pdn.png
The bar under the picture is 20 µm long. Pins as bars on the die edge. Tap cells in grey.
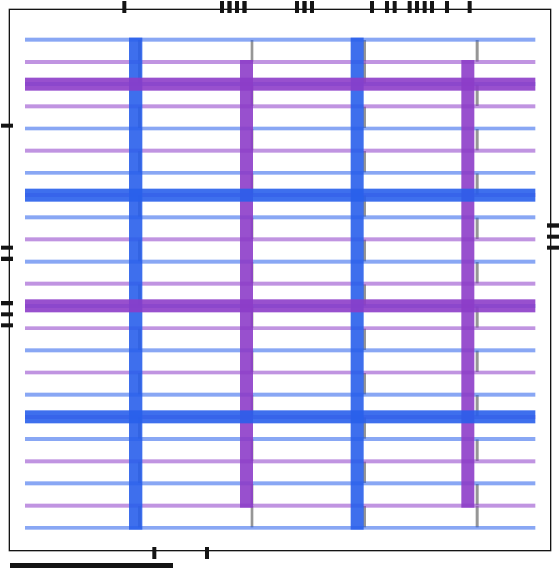
cell_classes.png
The bar under the picture is 20 µm long.
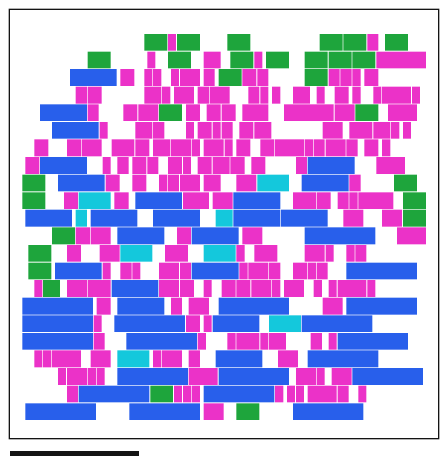
clock_map.png
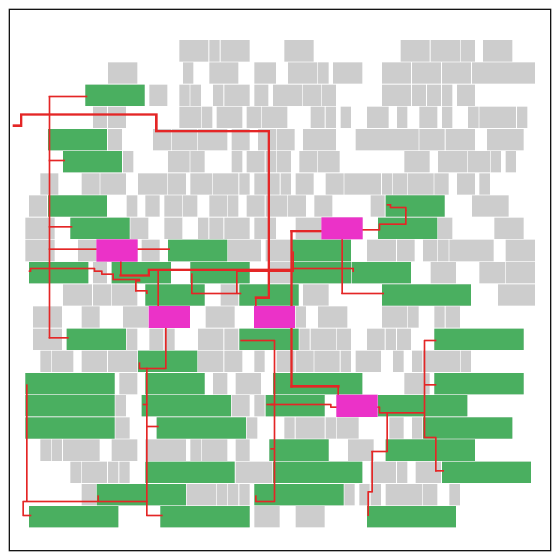
metal_stack.png
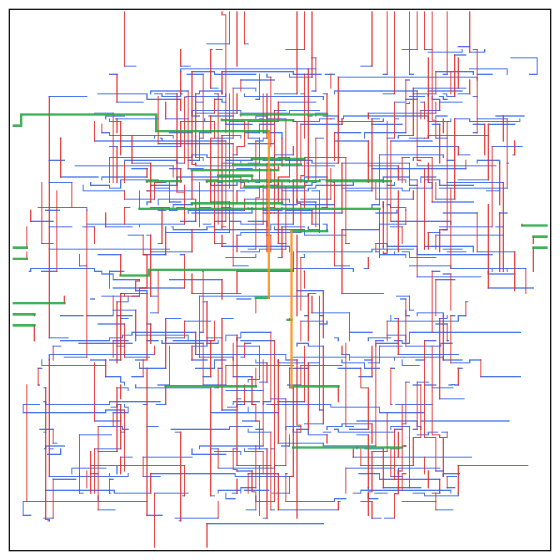
--- src/rtl/gear_shift_ctrl.sv ---
// rtl/gear_shift_ctrl.sv - debounced P/R/N/D/D-low shift controller with brake and standstill interlocks
module gear_shift_ctrl #(
  parameter int DEBOUNCE_MS = 20,
  parameter int STOP_SPEED  = 0
) (
  input  logic       clk,
  input  logic       rst,
  input  logic       tick_1ms,
  input  logic       engine_on,
  input  logic       btn_up,
  input  logic       btn_down,
  input  logic       btn_low,
  input  logic       sw_side_brake,
  input  logic       is_brake_normal,
  input  logic       is_brake_hard,
  input  logic [7:0] speed,
  output logic [3:0] current_gear,
  output logic       is_low_gear_mode,
  output logic [2:0] max_gear_limit,
  output logic       is_side_brake,
  output logic       shift_denied
);

  localparam int CW = $clog2(DEBOUNCE_MS + 1);

  typedef enum logic [2:0] {ST_PARK, ST_REV, ST_NEU, ST_DRV, ST_DLOW} state_t;

  // bit order: 0 up, 1 down, 2 low, 3 side brake
  logic [3:0]    raw, sync1, sync2, deb, flip;
  logic [CW-1:0] cnt [4];
  logic [2:0]    btn_ev;

  assign raw = {sw_side_brake, btn_low, btn_down, btn_up};

  always_comb begin
    for (int i = 0; i < 4; i++)
      flip[i] = tick_1ms && (sync2[i] != deb[i]) && (cnt[i] == CW'(DEBOUNCE_MS - 1));
  end

  always_ff @(posedge clk) begin
    if (rst) begin
      sync1  <= '0;
      sync2  <= '0;
      deb    <= '0;
      btn_ev <= '0;
      for (int i = 0; i < 4; i++) cnt[i] <= '0;
    end else begin
      sync1  <= raw;
      sync2  <= sync1;
      deb    <= deb ^ flip;
      btn_ev <= flip[2:0] & sync2[2:0];
      if (tick_1ms) begin
        for (int i = 0; i < 4; i++)
          cnt[i] <= ((sync2[i] != deb[i]) && !flip[i]) ? cnt[i] + 1'b1 : '0;
      end
    end
  end

  logic   up_ev, dn_ev, low_ev, brake, stopped;
  state_t state, state_n;
  logic [2:0] lim, lim_n;
  logic   deny_n, deny_q;

  assign up_ev   = btn_ev[0];
  assign dn_ev   = btn_ev[1];
  assign low_ev  = btn_ev[2];
  assign brake   = is_brake_normal | is_brake_hard;
  assign stopped = speed <= 8'(STOP_SPEED);

  always_ff @(posedge clk) begin
    if (rst) begin
      state  <= ST_PARK;
      lim    <= 3'd6;
      deny_q <= 1'b0;
    end else begin
      state  <= state_n;
      lim    <= lim_n;
      deny_q <= deny_n;
    end
  end

  always_comb begin
    state_n = state;
    lim_n   = lim;
    deny_n  = 1'b0;
    if (!engine_on) begin
      deny_n = up_ev | dn_ev | low_ev;
      if (stopped && state != ST_PARK) state_n = ST_PARK;
    end else if (low_ev) begin
      case (state)
        ST_DRV: begin
          state_n = ST_DLOW;
          lim_n   = (speed < 8'd30) ? 3'd1 : (speed < 8'd60) ? 3'd2 : 3'd3;
        end
        ST_DLOW: state_n = ST_DRV;
        default: deny_n = 1'b1;
      endcase
    end else if (up_ev && dn_ev) begin
      deny_n = 1'b1;
    end else if (up_ev) begin
      case (state)
        ST_PARK: if (brake && stopped) state_n = ST_REV; else deny_n = 1'b1;
        ST_REV:  state_n = ST_NEU;
        ST_NEU:  state_n = ST_DRV;
        ST_DLOW: if (lim >= 3'd3) deny_n = 1'b1; else lim_n = lim + 3'd1;
        default: deny_n = 1'b1;
      endcase
    end else if (dn_ev) begin
      case (state)
        ST_REV:  if (stopped) state_n = ST_PARK; else deny_n = 1'b1;
        ST_NEU:  if (stopped && brake) state_n = ST_REV; else deny_n = 1'b1;
        ST_DRV:  state_n = ST_NEU;
        ST_DLOW: if (lim <= 3'd1) deny_n = 1'b1; else lim_n = lim - 3'd1;
        default: deny_n = 1'b1;
      endcase
    end
    // the limit only has meaning in D-low; every other state shows the full range
    if (state_n != ST_DLOW) lim_n = 3'd6;
  end

  always_comb begin
    case (state)
      ST_PARK: current_gear = 4'd3;
      ST_REV:  current_gear = 4'd6;
      ST_NEU:  current_gear = 4'd9;
      ST_DRV:  current_gear = 4'd12;
      ST_DLOW: current_gear = 4'd12;
      default: current_gear = 4'd3;
    endcase
    is_low_gear_mode = (state == ST_DLOW);
    max_gear_limit   = lim;
    is_side_brake    = deb[3];
    shift_denied     = deny_q;
  end

endmodule

--- config.mk ---
export PLATFORM = sky130hd
export DESIGN_NAME = gear_shift_ctrl
export DESIGN_NICKNAME = d
export VERILOG_FILES = /design/src/rtl/gear_shift_ctrl.sv
export SDC_FILE = /design/constraint.sdc
export NUM_CORES = 1
export LEC_CHECK = 0
export CORE_MARGIN = 1.5
export CORE_UTILIZATION = 58
export CTS_BUF_LIST = sky130_fd_sc_hd__clkbuf_8
export DETAILED_ROUTE_END_ITERATION = 6
export GPL_TIMING_DRIVEN = 1
export HOLD_SLACK_MARGIN = 0.03
export PLACE_DENSITY = 0.83
export SLEW_MARGIN = 20
export SYNTH_ARGS = -nofsm -noshare
export SYNTH_HDL_FRONTEND = slang
export SYNTH_SLANG_ARGS = --single-unit
--- constraint.sdc ---
create_clock -name clk -period 2.9 [get_ports clk]
set_clock_uncertainty 0.05 [all_clocks]
set_input_delay 0.29 -clock clk [delete_from_list [all_inputs] [get_ports clk]]
set_output_delay 0.29 -clock clk [all_outputs]
set_load 0.05 [all_outputs]
==> reports/results.ini <==
[status]
run_status=completed

[clock_tree]
cts-htree-levels=2
cts_tree=done
ctsResizeCount=0
cts_inserted_buffers=5
post-cts-setup-buffer-count=0
cts.reportedPaths.clkPinSlew_ns=0.08
hold_buffers=0
cts.sinks=42
clock_latency_ns=0.28
cts_root_buf=sky130_fd_sc_hd__clkbuf_8
clk_path_buf_depth=2

[final_timing]
portion_of_the_clock_cycle_consumed_by_the_worst_path_in_the_final_layout_pct=90.7
rsz0062_at_grt=false
timing.slew.headroom_pct=66.0
fmax_ghz=0.380
final.setup.tns_ns=0
final_max_slew_viol_count=0
finalSetupViolCount=0
worstMarginPinSlew_ns=0.508
worst_slack_ns=0.269
finalHoldViolations=0
hold_ws_ns=0.393
fin_crit_ns=2.63

[setup_path]
cp_data_arrival_time_ns=2.29
cp.required_ns=2.56
critical_path.reg2reg.endpoint=max_gear_limit[0]$_SDFFE_PP0P_
crit_path_start=state[2]$_SDFF_PP0_
setup.reg_to_reg.worst_slack_ns=0.68
critical_path.max_fanout=14
worst-setup-path-type=flip-flop to output port
worst_setup_path_end_kind=output port
r2r-start=max_gear_limit[0]$_SDFFE_PP0P_
worstRegToRegCells=7
critical_path.endpoint=current_gear[2]
setup.worst_path.start_class=flip-flop

[job]
warnings=28
max-cap-violations=0

[logic_synthesis]
synth-simple-area-share_pct=25.8
synthesis.instances=242
synth-adder-area-share_pct=4.32
yosys_register_bits=42
post-synth-top-area-fraction_pct=25.9
total_nets_after_synthesis=268
synthMuxAreaShare_pct=2.81
synth-edff-count=20
top_logic_kind=simple AND/OR/NAND/NOR gates
ys_top_cells_by_area=sky130_fd_sc_hd__edfxtp_1, sky130_fd_sc_hd__dfxtp_1, sky130_fd_sc_hd__nor2_1
synthAoiAreaFrac_pct=11.9
synthDistinctLibCells=46
async_reset_ff_share_pct=0
netlist_top_cells_count=sky130_fd_sc_hd__nor2_1, sky130_fd_sc_hd__dfxtp_1, sky130_fd_sc_hd__edfxtp_1
syn_area_mm2=0.00232
yosys_area_mm2=0.00232
xor_share_pct=6.43
yosys-stat-cells=242
yosysMostFrequentCell=sky130_fd_sc_hd__nor2_1
avgSynthCellArea_um2=9.58

[power]
vdd.ir_drop.worst_mv=0.372
internal_power_uw=884
power.switching_fraction_pct=22.9
top_power_group=registers
power_sequential_uw=660
power_frac_seq_pct=57.5
post-layout-total-power_mw=1.15
comb-power_uw=115
power.net_switching_uw=263
total_leakage_power_nw=1.05
share_of_total_power_in_combinational_logic_pct=10.0
clkPwrFrac_pct=32.5
cellPowerDensity_mw_per_mm2=422
powerClk_uw=373

[global_route]
grt_start_max_net_pins=21
grt_pass1_vias=1652
grt_pass1_wl_mm=7.48
gr-usage-all-layers_pct=21.8
gr-total-overflow=0
grt_antenna_before_repair=0

[drt]
dr.pass1.iters=5
totalWireLength_mm=4.30
vias=1792
antenna_left=0
ratio_of_routed_vias_to_standard_cells=5.64
first_iter_violations=197
post_route_drc=0
route.detailed.wl_per_inst_um=13.5

[cells_and_area]
sh_seq_area_pct=38.3
final_util_pct=72.6
top_area_cell_class=multi-input combinational cells
inverter_count=15
share_of_cells_above_drive_strength_1_pct=5.93
area_growth_syn_to_layout_pct=17.2
n_fill_cell=285
layout.clock_buffers=6
final-nonclk-buf-share_pct=10.2
seqCellArea_mm2=0.00104
multi_input_comb_area_mm2=0.00119
layout_top_cell_excl_fill_tap=sky130_fd_sc_hd__nor2_1
num-nonclk-buffers=28
comb-cell-share_pct=43.7
fin_cells=318
clock_area_share_pct=3.50
final_net_count=295
logic_gates=177
antennaDiodeCount=0
lay_top_cells=sky130_fd_sc_hd__nor2_1, sky130_fd_sc_hd__clkdlybuf4s50_1, sky130_fd_sc_hd__dfxtp_1

[placed_design]
detailed_place_hpwl_mm=3.22
globalplace.congestion=0.912
port-buffer-count=27
post_place_instance_area_mm2=0.00262
dp_worst_setup_slack_ns=0.579

[worst_hold_path]
holdPathEnd=sync2[3]$_SDFF_PP0_
worst_hold_path_type=flip-flop to flip-flop
hold_path_startpoint=sync1[3]$_SDFF_PP0_
holdPathStages=1

[die]
floorplan.io_pins=28
fp.coreArea_mm2=0.00374
die_height_um=66.2
die_w_um=66.2
die_area_mm2=0.00438
placement_rows=22
nWellTaps=48
floorplan.initialDensity_pct=61.9

-- pdn.png (at the start) --
Purple shows VDD. Blue shows VSS.
The core has 22 rows. 4 straps on met5. 48 tap cells. 4 straps on met4.

-- cell_classes.png (at the start) --
Cyan shows clock drivers and dummy loads, cells 8, share of their area 3.6%. Green shows other buffers and delay cells, cells 28, share of their area 10%. Magenta shows all other logic, cells 192, share of their area 47%. Blue shows flip-flops, cells 42, share of their area 39%.

-- clock_map.png (at the start) --
Red shows clock wires, length 404 µm. Magenta shows cells driving clock nets, count 5. Green shows flip-flops, count 42.
There are 6 routed clock nets.

-- metal_stack.png (at the start) --
Red shows met2, wire length 1,920 µm. Blue shows met1, wire length 2,100 µm. Green shows met3, wire length 236 µm. Orange shows met4, wire length 39.4 µm.

==> metal layers <==
metal | vias to the layer above | track usage, % | wire length, µm
met2 | 44 | 32.0 | 1920
met3 | 6 | 4.43 | 235
met4 | 0 | 5.87 | 39
li1 | 919 | - | -
met1 | 823 | 32.4 | 2100
met5 | - | 0 | 0
==> worst max-delay path, stage by stage (launching register included) <==
cell,delay (ns)
sky130_fd_sc_hd__dfxtp_1,0.55
sky130_fd_sc_hd__or3b_1,0.52
sky130_fd_sc_hd__nand2_1,0.13
sky130_fd_sc_hd__clkdlybuf4s50_1,0.81
==> flip-flops by register name, summed over array words and instances (netlist names) <==
signal,flops
sync1,4
btn_ev,3
shift_denied,1
sync2,4
deb,4
max_gear_limit,3
cnt,20
state,3
